File: config.mk
export PLATFORM = sky130hd
export DESIGN_NAME = vip_hist_sched
export DESIGN_NICKNAME = d
export VERILOG_FILES = /design/src/rtl/vip_hist_pkg.sv /design/src/rtl/vip_hist_lut_arb.sv /design/src/rtl/vip_hist_sched.sv
export SDC_FILE = /design/constraint.sdc
export NUM_CORES = 1
export LEC_CHECK = 0
export CAP_MARGIN = 15
export CORE_UTILIZATION = 42
export DETAILED_ROUTE_END_ITERATION = 7
export PLACE_DENSITY = 0.89
export RECOVER_POWER = 25
export SYNTH_ARGS = -nofsm -noshare
export SYNTH_HDL_FRONTEND = slang
export SYNTH_SLANG_ARGS = --single-unit
File: constraint.sdc
create_clock -name pclk -period 1.9 [get_ports pclk]
set_input_delay 0.38 -clock pclk [delete_from_list [all_inputs] [get_ports pclk]]
set_output_delay 0.38 -clock pclk [all_outputs]
set_load 0.05 [all_outputs]
File: src/rtl/vip_hist_pkg.sv
// vip_hist_pkg: shared FSM states and helpers for the histogram-equalization scheduler
package vip_hist_pkg;
    typedef enum logic [1:0] {IDLE, SCAN, DRAIN} state_t;
    function automatic int scan_len(int bits);
        return 2 ** bits;
    endfunction
    function automatic logic bypass_of(logic enable, logic valid);
        return ~(enable & valid);
    endfunction
endpackage

File: src/rtl/vip_hist_lut_arb.sv
// vip_hist_lut_arb: LUT write-port arbiter, pipeline over host, registered output stage
module vip_hist_lut_arb #(
    parameter int BITS = 8
) (
    input  logic            pclk,
    input  logic            rst,
    input  logic            busy,
    input  logic            pipe_wr_valid,
    input  logic [BITS-1:0] pipe_wr_addr,
    input  logic [BITS-1:0] pipe_wr_data,
    input  logic            host_req,
    input  logic [BITS-1:0] host_addr,
    input  logic [BITS-1:0] host_data,
    output logic            host_gnt,
    output logic            lut_wren,
    output logic [BITS-1:0] lut_wraddr,
    output logic [BITS-1:0] lut_data
);
    logic wr;
    assign host_gnt = host_req & ~busy & ~pipe_wr_valid;
    assign wr = pipe_wr_valid | host_gnt;
    always_ff @(posedge pclk) begin
        if (rst) begin
            lut_wren   <= 1'b0;
            lut_wraddr <= '0;
            lut_data   <= '0;
        end else begin
            lut_wren <= wr;
            if (wr) begin
                lut_wraddr <= pipe_wr_valid ? pipe_wr_addr : host_addr;
                lut_data   <= pipe_wr_valid ? pipe_wr_data : host_data;
            end
        end
    end
endmodule

File: src/rtl/vip_hist_sched.sv
// vip_hist_sched: frame scheduler for histogram bank flip, CDF scan and LUT write control
module vip_hist_sched #(
    parameter int BITS     = 8,
    parameter int PIPE_LAT = 3
) (
    input  logic            pclk,
    input  logic            rst,
    input  logic            in_vsync,
    input  logic            in_href,
    input  logic            cfg_enable,
    input  logic            cfg_freeze,
    output logic            hist_flip,
    output logic            hist_rd_en,
    output logic [BITS-1:0] hist_rd_addr,
    output logic            acc_clr,
    input  logic            pipe_wr_valid,
    input  logic [BITS-1:0] pipe_wr_addr,
    input  logic [BITS-1:0] pipe_wr_data,
    input  logic            host_req,
    input  logic [BITS-1:0] host_addr,
    input  logic [BITS-1:0] host_data,
    output logic            host_gnt,
    output logic            lut_wren,
    output logic [BITS-1:0] lut_wraddr,
    output logic [BITS-1:0] lut_data,
    output logic            bypass,
    output logic            busy,
    output logic            lut_valid,
    output logic            overrun
);
    import vip_hist_pkg::*;
    localparam logic [BITS-1:0] LAST = BITS'(scan_len(BITS) - 1);
    localparam int DW = $clog2(PIPE_LAT + 2);
    localparam logic [DW-1:0] DLAST = DW'(PIPE_LAT);
    state_t state, state_n;
    logic [BITS-1:0] addr, addr_n;
    logic [DW-1:0] dcnt, dcnt_n;
    logic vsync_q, vs_rise, go, abort, done;
    assign vs_rise = in_vsync & ~vsync_q;
    assign go = cfg_enable & ~cfg_freeze;
    assign abort = vs_rise & (state != IDLE);
    assign busy = state != IDLE;
    assign hist_rd_en = state == SCAN;
    assign hist_rd_addr = addr;
    always_comb begin
        state_n = state;
        addr_n  = addr;
        dcnt_n  = dcnt;
        done    = 1'b0;
        if (vs_rise) begin
            state_n = go ? SCAN : IDLE;
            addr_n  = '0;
            dcnt_n  = '0;
        end else if (state == SCAN) begin
            state_n = (addr == LAST) ? DRAIN : SCAN;
            addr_n  = (addr == LAST) ? addr : addr + 1'b1;
            dcnt_n  = '0;
        end else if (state == DRAIN) begin
            done    = dcnt == DLAST;
            state_n = done ? IDLE : DRAIN;
            dcnt_n  = dcnt + 1'b1;
        end
    end
    always_ff @(posedge pclk) begin
        if (rst) begin
            state     <= IDLE;
            addr      <= '0;
            dcnt      <= '0;
            vsync_q   <= 1'b0;
            hist_flip <= 1'b0;
            acc_clr   <= 1'b0;
            lut_valid <= 1'b0;
            bypass    <= 1'b1;
            overrun   <= 1'b0;
        end else begin
            state     <= state_n;
            addr      <= addr_n;
            dcnt      <= dcnt_n;
            vsync_q   <= in_vsync;
            hist_flip <= vs_rise;
            acc_clr   <= vs_rise & (go | abort);
            lut_valid <= abort ? 1'b0 : (done | host_gnt) ? 1'b1 : lut_valid;
            bypass    <= bypass_of(cfg_enable, lut_valid);
            overrun   <= cfg_enable & (overrun | (in_href & busy));
        end
    end
    vip_hist_lut_arb #(.BITS(BITS)) u_arb (
        .pclk          (pclk),
        .rst           (rst),
        .busy          (busy),
        .pipe_wr_valid (pipe_wr_valid),
        .pipe_wr_addr  (pipe_wr_addr),
        .pipe_wr_data  (pipe_wr_data),
        .host_req      (host_req),
        .host_addr     (host_addr),
        .host_data     (host_data),
        .host_gnt      (host_gnt),
        .lut_wren      (lut_wren),
        .lut_wraddr    (lut_wraddr),
        .lut_data      (lut_data)
    );
endmodule

clock_nets.png
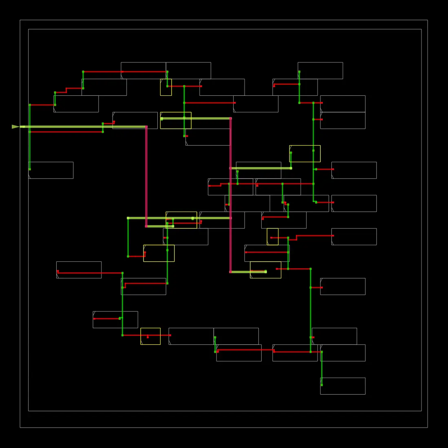
Worst-Skew Late Latency: 0.29 ns
worst setup skew after layout: 0.006382 ns
flip-flop and latch count: 36
clock network power consumption: 0.529 mW
CLK BUF: 5

gates.png
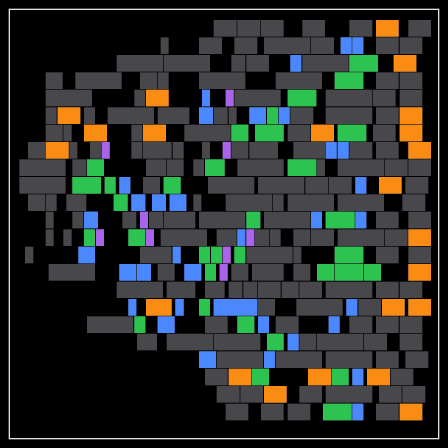
| family | colour | cells |
|---|---|---|
| aoi and oai cells | green | 33 |
| nor cells | blue | 35 |
| mux cells | orange | 22 |
| inv cells | purple | 9 |

==> impl_metrics.csv <==
group,metric,value,unit
final_layout,layout_top_cells,"58 x sky130_fd_sc_hd__clkdlybuf4s50_1, 36 x sky130_fd_sc_hd__dfxtp_1, 21 x sky130_fd_sc_hd__mux2i_1",
power_and_ir_drop,powerDensity,692.5,nW/µm²
synth,syn-instance-count,183,
status,status,"complete, no violations",
die,fp-utilization,0.4376,
synth,seq_area_frac_synth,0.4088,
detailed_routing,detailroute.wirelength.met3,402,µm
setup_path,start_kind,"flop",
final_timing,maxClockFrequency,0.5463,GHz
die,dieHeight,66.79,µm
synth,mapped_nets,226,
synth,synth-seq-cells,36,
synth,postSynthAreaPerCell,9.634,µm²
die,die_width,66.79,µm
setup_path,critical_path_arrival,1.45,ns
final_timing,timing_worst_slew_pin_value,0.6534,ns
global_route,grt_max_degree,20,
clocking,clock_sinks,36,
run,drv.max_cap_violation_count,0,
final_timing,finalCriticalPeriod,1.830,ns
detailed_routing,route.detailed.wl_per_inst,14.40,µm
synth,synthesis.yosys.warnings,0,
power_and_ir_drop,max-vdd-ir-drop,339.1,µV
global_route,grt_pass1_wl,7024,µm
die,die_area,4460,µm²
final_timing,setup-tns-final,0,ns
class_map.png
The bar under the picture is 20 µm long. Fill, decap, tap and diode cells in grey.
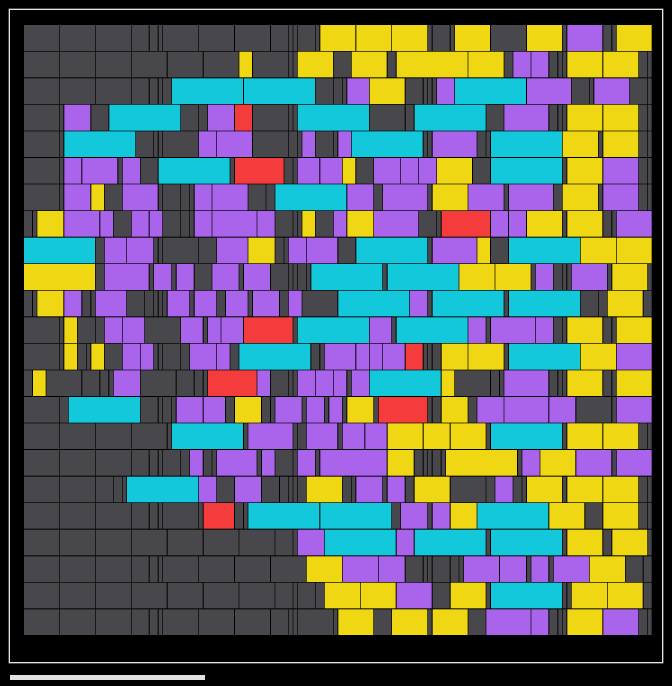
| class | colour | cells |
|---|---|---|
| remaining logic cells | purple | 131 |
| registers | cyan | 36 |
| clock drivers and dummy loads | red | 8 |
| remaining buffers and delay cells | yellow | 83 |

ff_map.png
Other sequential cells in the stronger grey, the rest of the logic in the fainter grey.
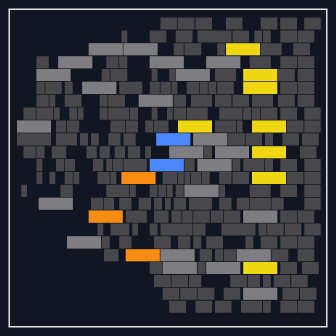
| name in the netlist | colour | sequential cells |
|---|---|---|
| dcnt | orange | 3 |
| state | blue | 2 |
| u_arb.lut_data | yellow | 8 |

## report_power, final
part	switching [mW]	internal (mW)	leakage, nW	total (mW)
Sequential	0.0207	0.792	0.296	0.813
Clock	0.274	0.255	0.0479	0.529
Combinational	0.255	0.202	0.617	0.457
Total	0.550	1.25	0.961	1.80
## area by class of cell
type	count	area (µm²)
Fill cell	339	1431
Multi-Input combinational cell	122	922.1
Timing Repair Buffer	83	770.7
Sequential cell	36	720.7
Clock buffer	5	68.82
Tap cell	50	62.56
Inverter	9	33.78
Clock inverter	3	18.77
## state kept, by name, indices dropped and copies added (netlist names)
signal	cells
dcnt	3
vsync_q	1
state	2
overrun	1
hist_flip	1
u_arb.lut_wraddr	8
lut_valid	1
acc_clr	1
u_arb.lut_data	8
hist_rd_addr	8
u_arb.lut_wren	1
bypass	1
## routing by layer
| layer | GRT usage | vias up |
|---|---|---|
| li1 | - | 817 |
| met1 | 0.2221 | 768 |
| met2 | 0.3927 | 60 |
| met3 | 0.06336 | 6 |
| met4 | 0.06117 | 0 |
| met5 | 0 | - |
## cells in the mapped netlist, types with 3 or more instances
cell,count
sky130_fd_sc_hd__clkbuf_1,6
sky130_fd_sc_hd__a21oi_1,6
sky130_fd_sc_hd__nor4_1,3
sky130_fd_sc_hd__ha_1,3
sky130_fd_sc_hd__o21ai_0,3
sky130_fd_sc_hd__inv_1,9
sky130_fd_sc_hd__nor2_1,5
sky130_fd_sc_hd__nand2b_1,4
sky130_fd_sc_hd__a211oi_2,11
sky130_fd_sc_hd__dfxtp_1,36
sky130_fd_sc_hd__mux2i_1,21
sky130_fd_sc_hd__buf_2,6
sky130_fd_sc_hd__nand3_1,11
sky130_fd_sc_hd__nor3_1,17
sky130_fd_sc_hd__nand3b_1,4
sky130_fd_sc_hd__nor3b_1,7
sky130_fd_sc_hd__a211oi_1,8
## cells by family after synthesis
group,Yosys count,synth area share
XOR/XNOR,1,0.004969
adder cells (fa/ha/maj),3,0.02129
flip-flops,36,0.4088
AND-OR/OR-AND,33,0.1583
buffers and inverters,25,0.06813
AND/OR/NAND/NOR,63,0.2129
multiplexers,22,0.1256
## final timing paths
| check | start | endpoint | slack, ns | cells past startpoint |
|---|---|---|---|---|
| worst max-delay path | u_arb.lut_wraddr[0]$_SDFFE_PP0P_ | lut_wraddr[0] | 0.07 | 1 |
| worst min-delay path | lut_valid$_SDFFE_PP0P_ | bypass$_SDFF_PP1_ | 0.42 | 1 |
| worst max register to register | state[1]$_SDFFE_PP0P_ | u_arb.lut_wraddr[5]$_SDFFE_PP0P_ | 0.33 | 4 |
| worst min register to register | lut_valid$_SDFFE_PP0P_ | bypass$_SDFF_PP1_ | 0.42 | 1 |
## per-stage QoR
stage          hold WS (ns)  area, µm²  utilization  setup slack [ns]
6_report             0.4162       2597       0.6447           0.06954
4_1_cts              0.4180       2635       0.6540           0.06579
3_3_place_gp         0.3975       2547       0.6323            0.1404
5_1_grt              0.4405       2597       0.6447          0.006229
2_1_floorplan        0.4516       1763            -           0.09526
3_5_place_dp         0.3973       2547       0.6323            0.1037
No activity file was given, so power comes from the tool's default toggle rates.
